Run 1, met1 routing:
Scale: 4 px per µm.
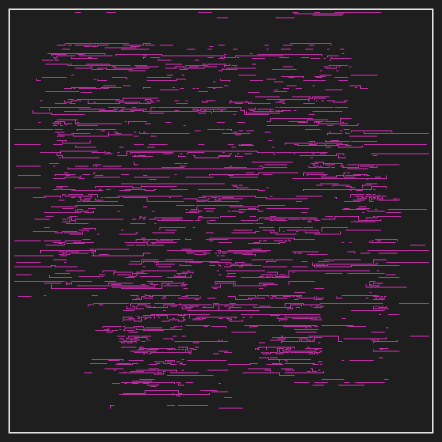
Run 1, a small window of the routed layout:
Window x 14 to 39, y 67 to 92 µm. Cells in gray, sequential cells in the stronger gray; small squares are vias.
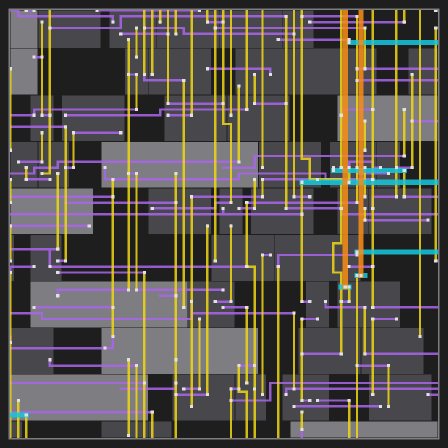
Run 1, sizing map:
Scale: 4 px per µm.
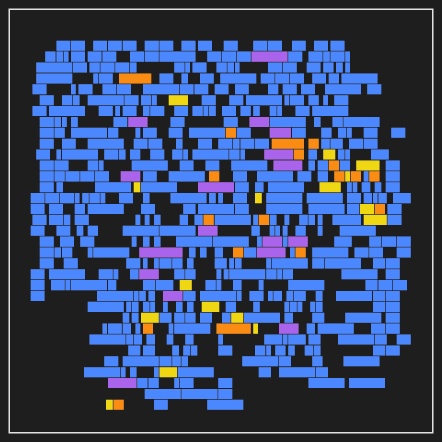
Run 1, congestion heat map:
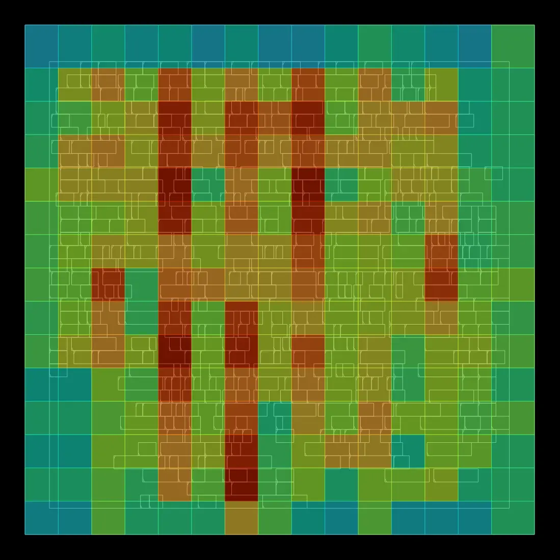
### config.mk
export PLATFORM = sky130hd
export DESIGN_NAME = i2c_txn_arbiter
export DESIGN_NICKNAME = d
export VERILOG_FILES = /design/src/rtl/i2c_txn_arbiter.sv
export SDC_FILE = /design/constraint.sdc
export NUM_CORES = 1
export LEC_CHECK = 0
export CAP_MARGIN = 30
export CORE_MARGIN = 5
export CORE_UTILIZATION = 40
export CTS_BUF_LIST = sky130_fd_sc_hd__clkbuf_8
export DETAILED_ROUTE_END_ITERATION = 8
export HOLD_SLACK_MARGIN = 0.12
export PLACE_DENSITY = 0.72
export SKIP_CTS_REPAIR_TIMING = 1
export SLEW_MARGIN = 20
export SYNTH_ARGS = -nofsm -noshare
export SYNTH_HDL_FRONTEND = slang
export SYNTH_SLANG_ARGS = --single-unit
### constraint.sdc
create_clock -name clk -period 3.7 [get_ports clk]
set_input_delay 0.925 -clock clk [delete_from_list [all_inputs] [get_ports clk]]
set_output_delay 0.925 -clock clk [all_outputs]
set_load 0.01 [all_outputs]
### src/rtl/i2c_txn_arbiter.sv
// -----------------------------------------------------------------------------
// i2c_txn_arbiter
//   Shares one single-byte, sub-addressed I2C master engine between NREQ
//   requesters. Round-robin arbitration picks a requester. The block then
//   issues its command, waits for the engine, and re-issues after a NACK up to
//   MAX_RETRY times. It aborts when the engine stays silent for TIMEOUT cycles,
//   and finally returns a one-cycle response to the requester.
//
//   Every output is registered. A WAIT-state decision therefore shows up on the
//   following cycle. In particular, eng_abort is raised in the same cycle as
//   the RESP pulse. That pulse follows the WAIT cycle in which the timer
//   reached TIMEOUT-1 without eng_done.
//
// Ports
//   clk, rst_n        clock, asynchronous active-low reset
//   req[NREQ]         level request per requester
//   req_rw[NREQ]      1 = read, 0 = write
//   req_dev[7*NREQ]   device address, requester i at [7i+6:7i]
//   req_sub[8*NREQ]   sub-address,    requester i at [8i+7:8i]
//   req_wdata[8*NREQ] write byte,     requester i at [8i+7:8i]
//   gnt[NREQ]         one-hot grant, held for the whole transaction
//   rsp_done[NREQ]    one-cycle completion pulse to the granted requester
//   rsp_err           with rsp_done: final NACK or timeout
//   rsp_rdata[8]      with rsp_done: read byte (0x00 for writes and errors)
//   eng_start         one-cycle start pulse to the engine
//   eng_abort         one-cycle abort pulse to the engine on timeout
//   eng_rw/dev/sub/wdata  latched command, stable from ISSUE through RESP
//   eng_done          one-cycle pulse: engine finished
//   eng_nack          with eng_done: slave did not acknowledge
//   eng_rdata[8]      with eng_done: read byte
// -----------------------------------------------------------------------------
module i2c_txn_arbiter #(
  parameter int NREQ      = 3,
  parameter int TIMEOUT   = 4096,
  parameter int MAX_RETRY = 2,
  parameter int RETRY_GAP = 16
) (
  input  logic                clk,
  input  logic                rst_n,
  input  logic [NREQ-1:0]     req,
  input  logic [NREQ-1:0]     req_rw,
  input  logic [7*NREQ-1:0]   req_dev,
  input  logic [8*NREQ-1:0]   req_sub,
  input  logic [8*NREQ-1:0]   req_wdata,
  output logic [NREQ-1:0]     gnt,
  output logic [NREQ-1:0]     rsp_done,
  output logic                rsp_err,
  output logic [7:0]          rsp_rdata,
  output logic                eng_start,
  output logic                eng_abort,
  output logic                eng_rw,
  output logic [6:0]          eng_dev,
  output logic [7:0]          eng_sub,
  output logic [7:0]          eng_wdata,
  input  logic                eng_done,
  input  logic                eng_nack,
  input  logic [7:0]          eng_rdata
);

  localparam int IW = (NREQ > 1) ? $clog2(NREQ) : 1;
  localparam int TW = $clog2(TIMEOUT) + 1;
  localparam int CW = (MAX_RETRY > 0) ? $clog2(MAX_RETRY + 1) : 1;
  localparam int GW = $clog2(RETRY_GAP + 1);

  localparam logic [CW-1:0] RETRY_MAX = CW'(MAX_RETRY);
  localparam logic [TW-1:0] TIMER_END = TW'(TIMEOUT - 1);
  localparam logic [GW-1:0] GAP_END   = GW'(RETRY_GAP - 1);

  typedef enum logic [2:0] {
    S_IDLE,
    S_ISSUE,
    S_WAIT,
    S_GAP,
    S_RESP
  } state_t;

  state_t          state;
  logic [IW-1:0]   rr_ptr;
  logic [IW-1:0]   win_idx;
  logic [CW-1:0]   retry_cnt;
  logic [TW-1:0]   timer;
  logic [GW-1:0]   gap_cnt;

  // Round-robin pick: rotate the request vector so rr_ptr sits at bit 0,
  // take the lowest set bit, then map the offset back to a requester index.
  logic [2*NREQ-1:0] req_rot;
  logic [IW-1:0]     pick_off;
  logic [IW:0]       pick_sum;
  logic [IW-1:0]     winner;
  logic              any_req;

  always_comb begin
    // NOTE: every combinational signal gets a default first, so no path can
    // leave one unassigned and infer a latch.
    req_rot  = {req, req} >> rr_ptr;
    pick_off = '0;
    any_req  = |req;
    // Scan downward so that the lowest set bit is the last one written.
    for (int i = NREQ - 1; i >= 0; i--) begin
      if (req_rot[i]) pick_off = IW'(i);
    end
    pick_sum = {1'b0, rr_ptr} + {1'b0, pick_off};
    if (pick_sum >= (IW+1)'(NREQ)) pick_sum = pick_sum - (IW+1)'(NREQ);
    winner = pick_sum[IW-1:0];
  end

  always_ff @(posedge clk or negedge rst_n) begin
    if (!rst_n) begin
      state     <= S_IDLE;
      rr_ptr    <= '0;
      win_idx   <= '0;
      retry_cnt <= '0;
      timer     <= '0;
      gap_cnt   <= '0;
      gnt       <= '0;
      rsp_done  <= '0;
      rsp_err   <= 1'b0;
      rsp_rdata <= 8'h00;
      eng_start <= 1'b0;
      eng_abort <= 1'b0;
      eng_rw    <= 1'b0;
      eng_dev   <= 7'h00;
      eng_sub   <= 8'h00;
      eng_wdata <= 8'h00;
    end else begin
      // NOTE: sequential state uses non-blocking assignments only, so every
      // right-hand side here reads the value from before this clock edge.
      eng_start <= 1'b0;
      eng_abort <= 1'b0;
      rsp_done  <= '0;

      case (state)
        S_IDLE: begin
          if (any_req) begin
            win_idx   <= winner;
            gnt       <= NREQ'(1) << winner;
            eng_rw    <= req_rw[winner];
            eng_dev   <= req_dev[7*winner +: 7];
            eng_sub   <= req_sub[8*winner +: 8];
            eng_wdata <= req_wdata[8*winner +: 8];
            retry_cnt <= '0;
            eng_start <= 1'b1;
            state     <= S_ISSUE;
          end
        end

        S_ISSUE: begin
          timer <= '0;
          state <= S_WAIT;
        end

        S_WAIT: begin
          if (timer != {TW{1'b1}}) timer <= timer + 1'b1;
          // eng_done takes priority over a timeout that lands on the same cycle.
          if (eng_done) begin
            if (!eng_nack) begin
              rsp_done  <= gnt;
              rsp_err   <= 1'b0;
              rsp_rdata <= eng_rw ? eng_rdata : 8'h00;
              state     <= S_RESP;
            end else if (retry_cnt < RETRY_MAX) begin
              retry_cnt <= retry_cnt + 1'b1;
              gap_cnt   <= '0;
              state     <= S_GAP;
            end else begin
              rsp_done  <= gnt;
              rsp_err   <= 1'b1;
              rsp_rdata <= 8'h00;
              state     <= S_RESP;
            end
          end else if (timer == TIMER_END) begin
            eng_abort <= 1'b1;
            rsp_done  <= gnt;
            rsp_err   <= 1'b1;
            rsp_rdata <= 8'h00;
            state     <= S_RESP;
          end
        end

        S_GAP: begin
          if (gap_cnt == GAP_END) begin
            eng_start <= 1'b1;
            state     <= S_ISSUE;
          end else begin
            gap_cnt <= gap_cnt + 1'b1;
          end
        end

        S_RESP: begin
          gnt    <= '0;
          rr_ptr <= (win_idx == IW'(NREQ - 1)) ? '0 : win_idx + 1'b1;
          state  <= S_IDLE;
        end

        default: state <= S_IDLE;
      endcase
    end
  end

endmodule

==> run notes, run 1 <==
Item: results of the latest flow run.

- The final net count is 597.
- The flow ran to the end, and the final reports show no timing, DRC or antenna violations.
- The setup TNS is 0 ps.
- The analysis attributes to net switching a power of 0.00175 W.
- Per the post-place timing report, worst setup slack is -427 ps.
- The number of clock buffers inserted by TritonCTS is 9.
- The synthesized area is 3650 µm².
- The worst min-delay path endpoint is rr_ptr[0].
- The OpenROAD warning count is 26.
- Leaving out fill and tap cells, the most frequent cells in the layout are 124 x clkdlybuf4s50_1, 68 x dfrtp_1, 48 x nand2_1.
- The area fraction in compound gates is 15.9%.
- Per the final report, max-transition violations number 0.
- The synthesis-to-layout area growth is 48.4%.
- The part of the power in registers is 27.7%.
- The worst path uses 97.1% of the clock period.
- In the final layout, clock buffers and inverters account for 3.17% of the cell area.
- The number of iterations in the first detailed-routing pass is 4.
- The yosys synthesis chip area is 3650 µm².
- The layout has 9 clock buffers.
- The total number of vias is 3369.
- The async set-or-reset flop fraction in the synthesized netlist is 100%.
- The flow inserted 108 tap cells.
- Per the layout area report, the combinational fraction of cell area is 34.1%.
Notes on 'met1 routing' above:
longest straight run	48.8 µm
share of all routed wire	42%
nets with wire on the layer	518
main direction	horizontal

Notes on 'a small window of the routed layout' above:
layer	color
M2	yellow
M3	cyan
M1	purple
M4	orange
most frequent	clkdlybuf4s50_1 (14), dfrtp_1 (6)
sequential cells in the window	6
cells with their middle in the window	41
netlist names of flops here include	eng_dev (2), eng_sub (2), eng_wdata (2)

Notes on 'sizing map' above:
size	color	cells
x6 and larger	purple	17
x1 and smaller	blue	456
x3 and x4	orange	18
x2	yellow	16

Notes on 'congestion heat map' above:
met3 capacity usage during global routing: 3.55%
Top Usage Layer GRT: met2

run 1: sequential cells by signal, summed over array words and instances, names as in the netlist:
| signal | flops |
|---|---|
| rr_ptr | 2 |
| retry_cnt | 2 |
| gnt | 3 |
| eng_abort | 1 |
| win_idx | 2 |
| rsp_done | 3 |
| eng_wdata | 8 |
| gap_cnt | 5 |
| timer | 13 |
| eng_sub | 8 |
| state | 3 |
| rsp_err | 1 |
| rsp_rdata | 8 |
| eng_dev | 7 |
| eng_rw | 1 |
| eng_start | 1 |
run 1: worst max-delay path, cell delays in order:
cell,delay (ps)
clkdlybuf4s50_1,500
nor2b_1,70
a221o_1,350
ha_1,190
inv_1,70
fa_1,440
inv_2,80
ha_2,190
nand3b_1,220
mux2i_4,110
buf_12,150
clkbuf_16,150
buf_4,140
a32o_1,230
Run 1, placed cells, one color a class:
Scale: 4 px per µm.
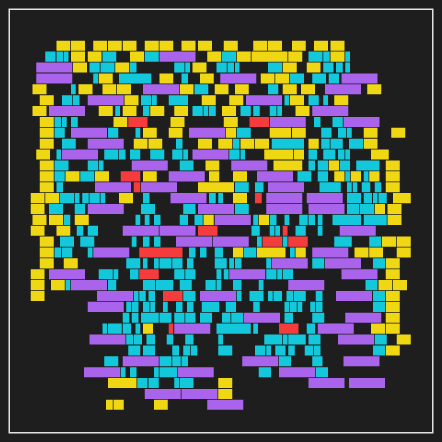

==> run 2: changes to the inputs <==
--- a/config.mk
+++ b/config.mk
@@ -6,12 +6,14 @@
 export NUM_CORES = 1
 export LEC_CHECK = 0
 export CAP_MARGIN = 30
-export CORE_MARGIN = 5
-export CORE_UTILIZATION = 40
+export CELL_PAD_IN_SITES_DETAIL_PLACEMENT = 1
+export CELL_PAD_IN_SITES_GLOBAL_PLACEMENT = 1
+export CORE_MARGIN = 2
+export CORE_UTILIZATION = 35
 export CTS_BUF_LIST = sky130_fd_sc_hd__clkbuf_8
 export DETAILED_ROUTE_END_ITERATION = 8
 export HOLD_SLACK_MARGIN = 0.12
-export PLACE_DENSITY = 0.72
+export PLACE_DENSITY_LB_ADDON = 0.1
 export SKIP_CTS_REPAIR_TIMING = 1
 export SLEW_MARGIN = 20
 export SYNTH_ARGS = -nofsm -noshare
Run 2, placed cells, one color a class:
Scale: 4 px per µm.
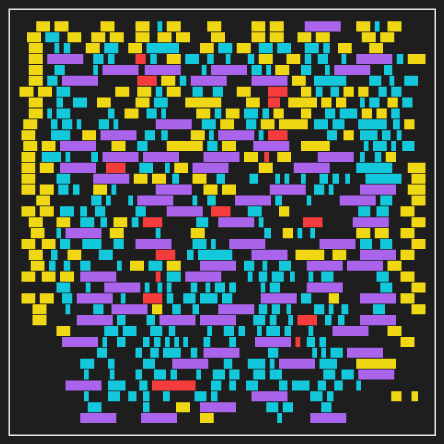
class	color	cells	share of their area
remaining logic cells	cyan	276	35%
registers	purple	68	32%
remaining buffers and delay cells	yellow	152	29%
clock drivers and dummy loads	red	16	3.6%

==> run 2 against run 1 <==
  * Sequential power barely moved
  * Highest routed layer unchanged
  * Hold slack got worse by 3.6 ps
  * Count of clock-buffer cells in the layout rose by 1
  * Cell count rose by 5.4%
  * Setup slack improved by 150 ps
  * Area after synthesis did not move
  * Sequential share of layout area fell by 0.66 points
==> run notes, run 2 <==
Item: results of the latest flow run.

- The run finished with clean final reports.
- The number of pins exceeding their max-slew limit in the final report came to 0 (unchanged).
- The area fraction in compound gates is 15.9% (unchanged).
- The worst min-delay path endpoint is rr_ptr[0].
- The pre-CTS setup slack was -392 ps (+35.1 ps).
- The number of flip-flops under the largest register name came to 13 (unchanged).
- The setup TNS came to 0 ps (unchanged).
- In the final layout, flip-flops and latches take up 30.8% of the cell area.
- The clock network area share came to 3.53% (+0.36 points).
- The register name with the most flops is timer.
- The final critical-path share of the clock period was 93.1% (-4.0 points).
- For reference, the critical path cell chain is dlymetal6s2s_1 > nor4bb_4 > a221o_1 > ha_1 > inv_1 > fa_1 > inv_1 > ha_1 > nand3b_1 > mux2i_4 > buf_4 > buf_12 > mux2i_2 > o211ai_1.
- The count of clock buffers in the final design is 10 (+1).
- The yosys synthesis chip area was 3650 µm² (unchanged).
- The number of well-tap cells placed came to 136 (+26%).
- The critical path depth is 14 (unchanged).
- Counting every net in the synthesized netlist gives 457.
- The post-synthesis sequential area ratio is 46.6%.
- The number of iterations in the first detailed-routing pass came to 4 (unchanged).
- The delay of the slowest cell on the worst path is 530 ps (+30 ps).
- The number of buffers and inverters on the critical path is 5 (-1).
- The async set-or-reset flop fraction in the synthesized netlist came to 100% (unchanged).
- The part of the power in registers came to 27.0% (-0.7 points).
- OpenSTA lists the critical path startpoint as req[2].
- The OpenROAD warning count is 26 (unchanged).
- In this design, the largest share of critical-path delay is due to adder cells.
- The total number of vias is 3467 (+2.9%).
- In the layout the commonest cells are 123 x clkdlybuf4s50_1, 68 x dfrtp_1, 48 x nand2_1.
- The synthesis-to-layout area growth is 51.6%.
- The number of clock buffers inserted by TritonCTS is 9 (unchanged).
- Looking at the critical path, the single cell with the biggest stage delay is fa_1.
- The synthesized area is 3650 µm² (unchanged).
- The multi-input gate share of the layout cell area is 33.8% (-0.36 points).
Run 2, congestion heat map:
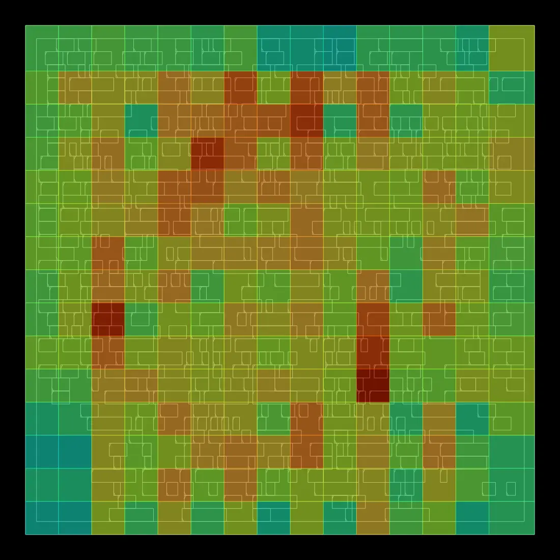
met1 demand-to-capacity share in global routing: 26.8%
met3 capacity usage during global routing: 5.52%
core utilization of the finished layout: 54.1%

[run 2: power groups by stage]
stage | Clock (W) | Combinational [W] | Sequential, W
3_5_place_dp | 0 | 0.00255 | 0.00127
2_1_floorplan | 0 | 0.00139 | 0.00128
5_1_grt | 0.000670 | 0.00305 | 0.00131
3_3_place_gp | 0 | 0.00249 | 0.00126
4_1_cts | 0.000640 | 0.00256 | 0.00126
6_report | 0.000626 | 0.00280 | 0.00127
[run 2: layer usage]
metal / vias up / GRT usage [%] / routed length [µm]
li1: 1637 / - / -
met1: 1708 / 26.8 / 5130
met2: 104 / 33.9 / 5650
met3: 18 / 5.52 / 689
met4: 0 / 7.24 / 203
met5: - / 0 / 0
==> run 3: changes to the inputs <==
--- a/config.mk
+++ b/config.mk
@@ -15,6 +15,7 @@
 export HOLD_SLACK_MARGIN = 0.12
 export PLACE_DENSITY_LB_ADDON = 0.1
 export SKIP_CTS_REPAIR_TIMING = 1
+export SKIP_LAST_GASP = 1
 export SLEW_MARGIN = 20
 export SYNTH_ARGS = -nofsm -noshare
 export SYNTH_HDL_FRONTEND = slang
Run 3, met1 routing:
Scale: 4 px per µm.
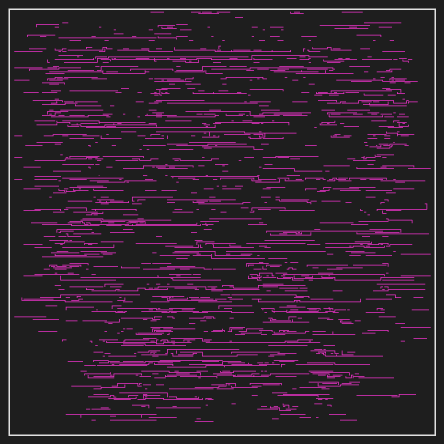
share of all routed wire	44%
wire length on this layer	5130 µm
longest straight run	35.0 µm
main direction	horizontal

==> run 3 against run 2 <==
  * Hold slack did not move
  * Via count unchanged
  * Clock skew unchanged
  * Design area unchanged
  * Setup slack unchanged
  * Cell count did not move
==> run notes, run 3 <==
Item: results of the latest flow run.

- The synthesized area is 3650 µm² (unchanged).
- The worst min-delay path endpoint is rr_ptr[0].
- The pre-CTS setup slack was -392 ps (unchanged).
- The highest-delay cell along the critical path is fa_1.
- The number of clock buffers inserted by TritonCTS is 9 (unchanged).
- The number of buffers and inverters on the critical path is 5 (unchanged).
- The post-synthesis sequential area ratio came to 46.6% (unchanged).
- The number of nets at floorplan was 457 (unchanged).
- The flow ran to the end, and the final reports show no timing, DRC or antenna violations.
- The report lists the cells along the critical path as dlymetal6s2s_1 > nor4bb_4 > a221o_1 > ha_1 > inv_1 > fa_1 > inv_1 > ha_1 > nand3b_1 > mux2i_4 > buf_4 > buf_12 > mux2i_2 > o211ai_1.
- The part of the power in registers came to 27.0% (about the same).
- The total routed wire length on the met1 layer is 5130 µm (unchanged).
- Per the detail_route log, the uppermost layer with routed signals is met4.
- In this run the worst setup path begins at req[2].
- The area fraction in compound gates came to 15.9% (unchanged).
- The final critical-path share of the clock period is 93.1% (unchanged).
- The setup TNS is 0 ps (unchanged).
- The synthesis-to-layout area growth is 51.6% (unchanged).
- The OpenROAD warning count is 26 (unchanged).
- The yosys synthesis chip area was 3650 µm² (unchanged).
- The utilization after layout was 54.1% (unchanged).
- The register name with the most flops is timer.
Run 3, sizing map:
Scale: 4 px per µm.
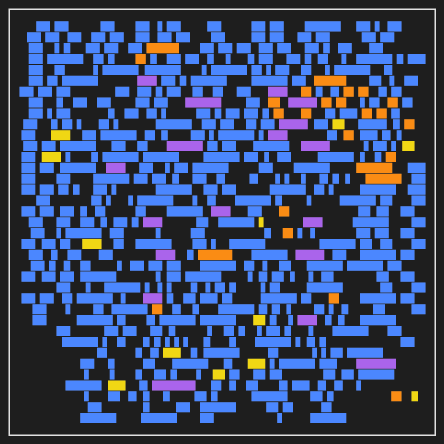
size	color	cells	most used
x3 and x4	orange	25	buf_4
x2	yellow	12	mux2i_2
x1 and smaller	blue	457	clkdlybuf4s50_1
x6 and larger	purple	18	clkbuf_8

## run 3: cell counts after synthesis
Identical to the previous run, type by type.
## run 3: power groups by stage
| stage | registers, W | clock network (W) | logic [W] |
|---|---|---|---|
| floorplan | 0.00128 | 0 | 0.00139 |
| global placement | 0.00126 | 0 | 0.00249 |
| detailed placement | 0.00127 | 0 | 0.00255 |
| CTS | 0.00126 | 0.000640 | 0.00256 |
| global route | 0.00131 | 0.000670 | 0.00305 |
| finish | 0.00127 | 0.000626 | 0.00280 |
## run 3: final cells by class
class | count | area [µm²]
tap | 136 | 170
inverter | 8 | 30.0
clock inverter | 6 | 57.6
fill | 1152 | 4700
clock buffer | 10 | 138
sequential | 68 | 1700
timing repair buffer | 152 | 1570
multi-input combinational | 268 | 1870
Power and IR drop assume default switching activity.
